$ cat src/rtl/mux4_pkg.sv
// Shared types and sizes for the 4-channel mux front end and its select path.
// The output slot is either EMPTY or FULL, and out_valid is that state bit.
package mux4_pkg;
  localparam int DATA_W_DEF = 8;
  localparam int NUM_CH     = 4;
  localparam int SEL_W      = 2;

  typedef logic [SEL_W-1:0] sel_t;

  typedef enum logic {
    EMPTY = 1'b0,
    FULL  = 1'b1
  } slot_state_t;
endpackage

$ cat src/rtl/rr_pick4.sv
// Combinational rotating-priority picker: the first requester at or after ptr
// (mod 4) wins.
import mux4_pkg::*;

module rr_pick4 (
  input  logic [NUM_CH-1:0] req,
  input  sel_t              ptr,
  output sel_t              gnt_idx,
  output logic              gnt_any
);

  logic [NUM_CH-1:0] req_rot;
  sel_t              offset;

  // Rotate the requests so that ptr lands on bit 0. The 2-bit index sum wraps
  // naturally mod 4.
  generate
    for (genvar gi = 0; gi < NUM_CH; gi++) begin : g_rot
      assign req_rot[gi] = req[ptr + sel_t'(gi)];
    end
  endgenerate

  always_comb begin
    offset = '0;
    for (int i = NUM_CH - 1; i >= 0; i--) begin
      if (req_rot[i]) offset = sel_t'(i);
    end
  end

  assign gnt_any = |req_rot;
  assign gnt_idx = ptr + offset;

endmodule

$ cat src/rtl/rr_mux4_arbiter.sv
// Round-robin front end for the 4:1 byte mux. It picks one valid channel per
// cycle and holds the winner in a single registered output slot.
import mux4_pkg::*;

module rr_mux4_arbiter #(
  parameter int DATA_W = DATA_W_DEF
) (
  input  logic              clk,
  input  logic              rst,
  input  logic [DATA_W-1:0] a,
  input  logic [DATA_W-1:0] b,
  input  logic [DATA_W-1:0] c,
  input  logic [DATA_W-1:0] d,
  input  logic [3:0]        in_valid,
  output logic [3:0]        in_ready,
  output logic [DATA_W-1:0] out_data,
  output logic [1:0]        out_sel,
  output logic              out_valid,
  input  logic              out_ready
);

  logic [DATA_W-1:0] ch_data [NUM_CH];
  slot_state_t       state_reg, state_next;
  logic [DATA_W-1:0] data_reg, data_next;
  sel_t              sel_reg, sel_next;
  sel_t              ptr_reg, ptr_next;
  sel_t              gnt_idx;
  logic              gnt_any;
  logic              load;
  logic              take;

  assign ch_data[0] = a;
  assign ch_data[1] = b;
  assign ch_data[2] = c;
  assign ch_data[3] = d;

  rr_pick4 u_pick (
    .req     (in_valid),
    .ptr     (ptr_reg),
    .gnt_idx (gnt_idx),
    .gnt_any (gnt_any)
  );

  // The slot can accept a byte when it is empty or is draining this cycle.
  assign load = (state_reg == EMPTY) || out_ready;
  assign take = load && gnt_any && !rst;

  generate
    for (genvar gi = 0; gi < NUM_CH; gi++) begin : g_ready
      assign in_ready[gi] = take && (gnt_idx == sel_t'(gi));
    end
  endgenerate

  always_comb begin
    state_next = state_reg;
    data_next  = data_reg;
    sel_next   = sel_reg;
    ptr_next   = ptr_reg;
    if (load) begin
      if (gnt_any) begin
        state_next = FULL;
        data_next  = ch_data[gnt_idx];
        sel_next   = gnt_idx;
        ptr_next   = gnt_idx + sel_t'(1);
      end else begin
        state_next = EMPTY;
      end
    end
  end

  always_ff @(posedge clk or posedge rst) begin
    if (rst) begin
      state_reg <= EMPTY;
      data_reg  <= '0;
      sel_reg   <= '0;
      ptr_reg   <= '0;
    end else begin
      state_reg <= state_next;
      data_reg  <= data_next;
      sel_reg   <= sel_next;
      ptr_reg   <= ptr_next;
    end
  end

  assign out_valid = (state_reg == FULL);
  assign out_data  = data_reg;
  assign out_sel   = sel_reg;

endmodule

$ cat config.mk
export PLATFORM = sky130hd
export DESIGN_NAME = rr_mux4_arbiter
export DESIGN_NICKNAME = d
export VERILOG_FILES = /design/src/rtl/mux4_pkg.sv /design/src/rtl/rr_pick4.sv /design/src/rtl/rr_mux4_arbiter.sv
export SDC_FILE = /design/constraint.sdc
export NUM_CORES = 1
export LEC_CHECK = 0
export ABC_AREA = 1
export CORE_ASPECT_RATIO = 0.7
export CORE_UTILIZATION = 48
export CTS_BUF_LIST = sky130_fd_sc_hd__clkbuf_2
export DETAILED_ROUTE_END_ITERATION = 8
export PLACE_DENSITY = 0.9
export RECOVER_POWER = 100
export SKIP_LAST_GASP = 1
export SYNTH_ARGS = -nofsm -noshare
export SYNTH_HDL_FRONTEND = slang
export SYNTH_HIERARCHICAL = 1
export SYNTH_SLANG_ARGS = --single-unit
export TNS_END_PERCENT = 100
$ cat constraint.sdc
create_clock -name clk -period 4.27 [get_ports clk]
set_input_delay 0.427 -clock clk [delete_from_list [all_inputs] [get_ports clk]]
set_output_delay 0.427 -clock clk [all_outputs]
set_load 0.03 [all_outputs]
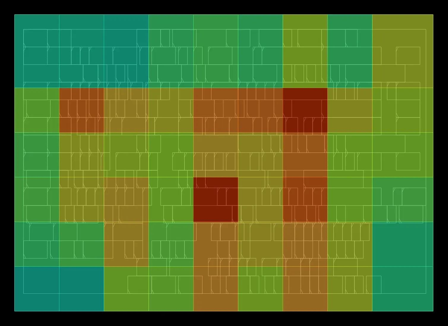
*Track usage over the die*
met1 Usage GRT: 28.4%
WL/cell: 9.53 um
Overall Global Routing Usage: 21.9%
GRT met3 Usage: 5.25%

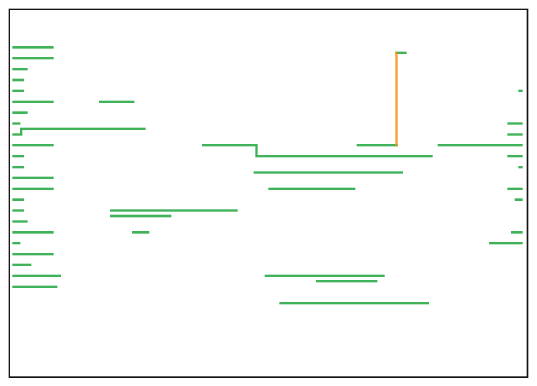
*Wiring by layer*
Scale: 8 px per um. Two of the layers only.
Key: orange = met4 [wire length 11.6 um]; green = met3 [wire length 239 um]
DR vias: 1379
DRT Wirelength: 2.89 mm

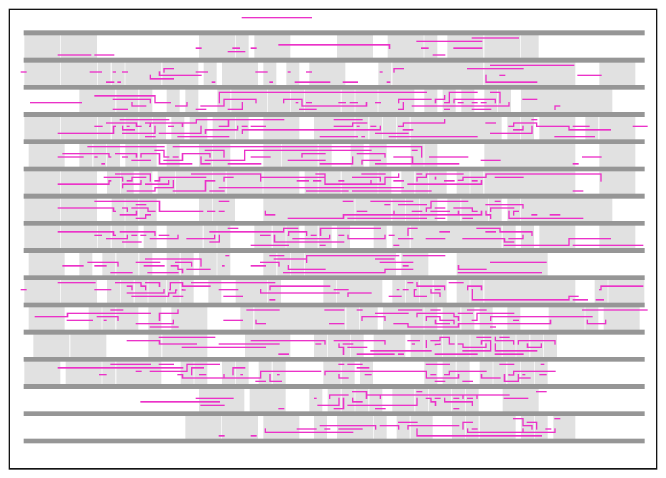
*The metal 1 layer*
Scale: 10 px per um. Supply wires on this layer in gray. Cells faint in the background.
The longest straight run is 24.8 um. 262 nets have wire on it.

==> impl_metrics.ini <==
; generated from flow reports
[grt]
grt.busiest_layer = met2
grt_pass1_vias = 1197
grtUsageMet2_pct = 38.5
grt_overflow_total = 0
grt_pass1_wl_mm = 4.98
antenna_found_initial = 0
grt_start_max_net_pins = 19

[logic_synthesis]
synth.cell_area_um2 = 1320
synth.top_cells.by_area = nand2_1 28%, dfrtp_1 25%, inv_1 13%, nand3_2 6.8%, nand2_2 6.2%
yosys_warnings = 6
synth-compound-area-share_pct = 1.33
yosys_area_um2 = 1320
synth_seq_share_pct = 24.7
syn_nets = 261
synth_stat.cells = 217
ys_sh_mux_pct = 0
ff_type = dfrtp_1
yosysTopAreaCell = nand2_1
ys_sh_xor_pct = 0.665
top_cell = nand2_1
fa_ha_area_share_pct = 4.75
synth.top_cells.by_count = 99 x nand2_1, 44 x inv_1, 13 x dfrtp_1, 13 x nand2_2, 12 x nand3_1
edf_count = 0
yosys.area_share.simple_pct = 48.7
topCombFamilyByArea = simple AND/OR/NAND/NOR gates
synth_area_per_cell_um2 = 6.07
ys.flops = 13
async_reset_ff_share_pct = 100
syn_inst = 217
ys_types = 21
netlist.area_leader.share_pct = 28.2

[place]
gp_congestion = 0.870
placed_area_um2 = 1830
dp.cells = 299
dp_slack_ps = 607
port_buffers = 53
dpl.hpwl_mm = 2.36

[timing]
max_freq_mhz = 265
period_minus_slack_ps = 3770
fin_crit_sh_pct = 88.3
slew_headroom_pct = 66.7
setup_viol = 0
drv_slew = 0
tns_ps = 0
worst_pin_slew_ps = 499
fin_ws_ps = 501
finalHoldViolCount = 0
finClkSkew_ps = 11.1
grt_setup_unrepaired = no
whs_ps = 488

[layout]
stdcell_count = 303
largest_register_ffs = 8
area_delta_synth_final_pct = 40.0
antennaDiodeCount = 0
largest_class = logic gates
num-nonclk-buffers = 55
comb.multi_input.count = 148
lay_top_count = nand2_1
nets = 314
seq_cells = 13
buf_share_pct = 29.4
clockNetworkAreaShare_pct = 1.09
nNonClkInverters = 49
n_fill_cell = 207
combGateArea_um2 = 722
layout-drive-gt1-share_pct = 11.5
final_cell_mix = 100 x nand2_1, 45 x inv_1, 37 x clkdlybuf4s50_1, 16 x dlygate4sd3_1
clkbuf_count = 4
final_area_um2 = 1840
comb_area_share_pct = 39.2

[worst_setup_path]
cp_top_family = buffers and inverters
worst-setup-path-type = flip-flop to output port
crit_chain = inv_4 > nand2_1 > nand2_1 > nand2_1 > nand2_1 > nand3_1 > a21oi_1 > ha_1 > xor2_1 > inv_1 > nand3_1 > nand2_1 > inv_2 > ha_1 > inv_1 > nor2_1 > dlygate4sd3_1
reg2reg_to = out_data[1]
worstPathRequired_ps = 3840
cp_slowest_cell = dlygate4sd3_1
crit_top_cell = nand2_1
cp-start-kind = flip-flop
critPathCaptureType = output port
cp.depth = 17
reg2reg_slack_ps = 1660
critical_path_peak_fanout = 11
crit_start = ptr_reg[0]
rr_startpoint = ptr_reg[0]
slowest_delay_ps = 740
reg2reg_depth = 14
cp-endpoint = in_ready[1]
critPathBufInv = 5
arrival_ps = 3340

[clocking]
cts.clk_slew.worst_paths_ps = 110
cts_root_buf = clkbuf_2
cts_tree = built
cts_hold_buf = 0
cts_buffers = 3
cts_buffer_depth = 2
htree_levels = 1
clkSinkCount = 13
insertion_delay_ps = 290
cts_resized = 0
post_cts_buffers = 0

[route]
dr.max_layer_used = met4
drc_errors = 0
met1Wirelength_mm = 1.36
drtIter0Drc = 60
drtAntennaViolNets = 0
dr.pass1.iters = 5
via_per_inst = 4.55
wl_met2_mm = 1.28
wl_met3_um = 239

[die]
die_x_um = 64.6
io_pins = 54
tap_cells = 34
die_y_um = 45.8
fp_util_pct = 52.0
coreArea_um2 = 2530
rows = 15
chip_area_um2 = 2960

[run]
maxCapViolations = 0
warning_count = 29

[hold_path]
holdCritStartpoint = out_data[3]
hold_class = flip-flop to flip-flop
whs_path_depth = 2
hold_end = out_data[3]

[outcome]
status = complete, no violations
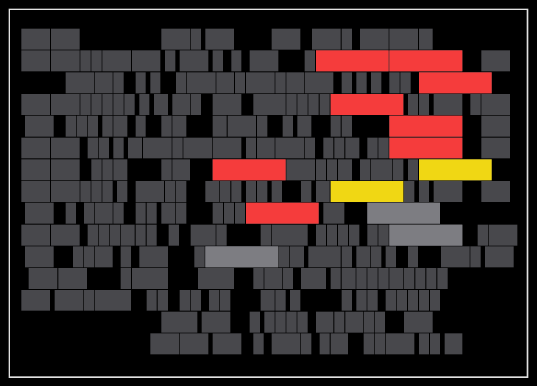
*Where the registers sit*
Scale: 8 px per um.
Key: yellow = out_sel [sequential cells 2]; red = out_data [sequential cells 8]
Util after Layout: 72.7%
Seq/total area: 17.7%
Storage cell area: 325 um^2

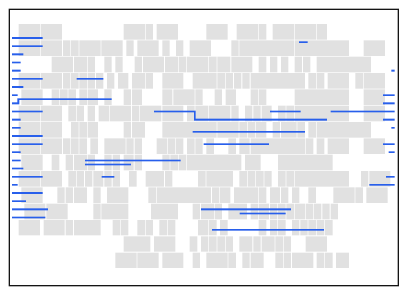
*The metal 3 layer*
Scale: 6 px per um. Cells faint in the background.
The layer carries 239 um of wire. The layer holds 8.3% of the routed length. 44 nets have wire on it.

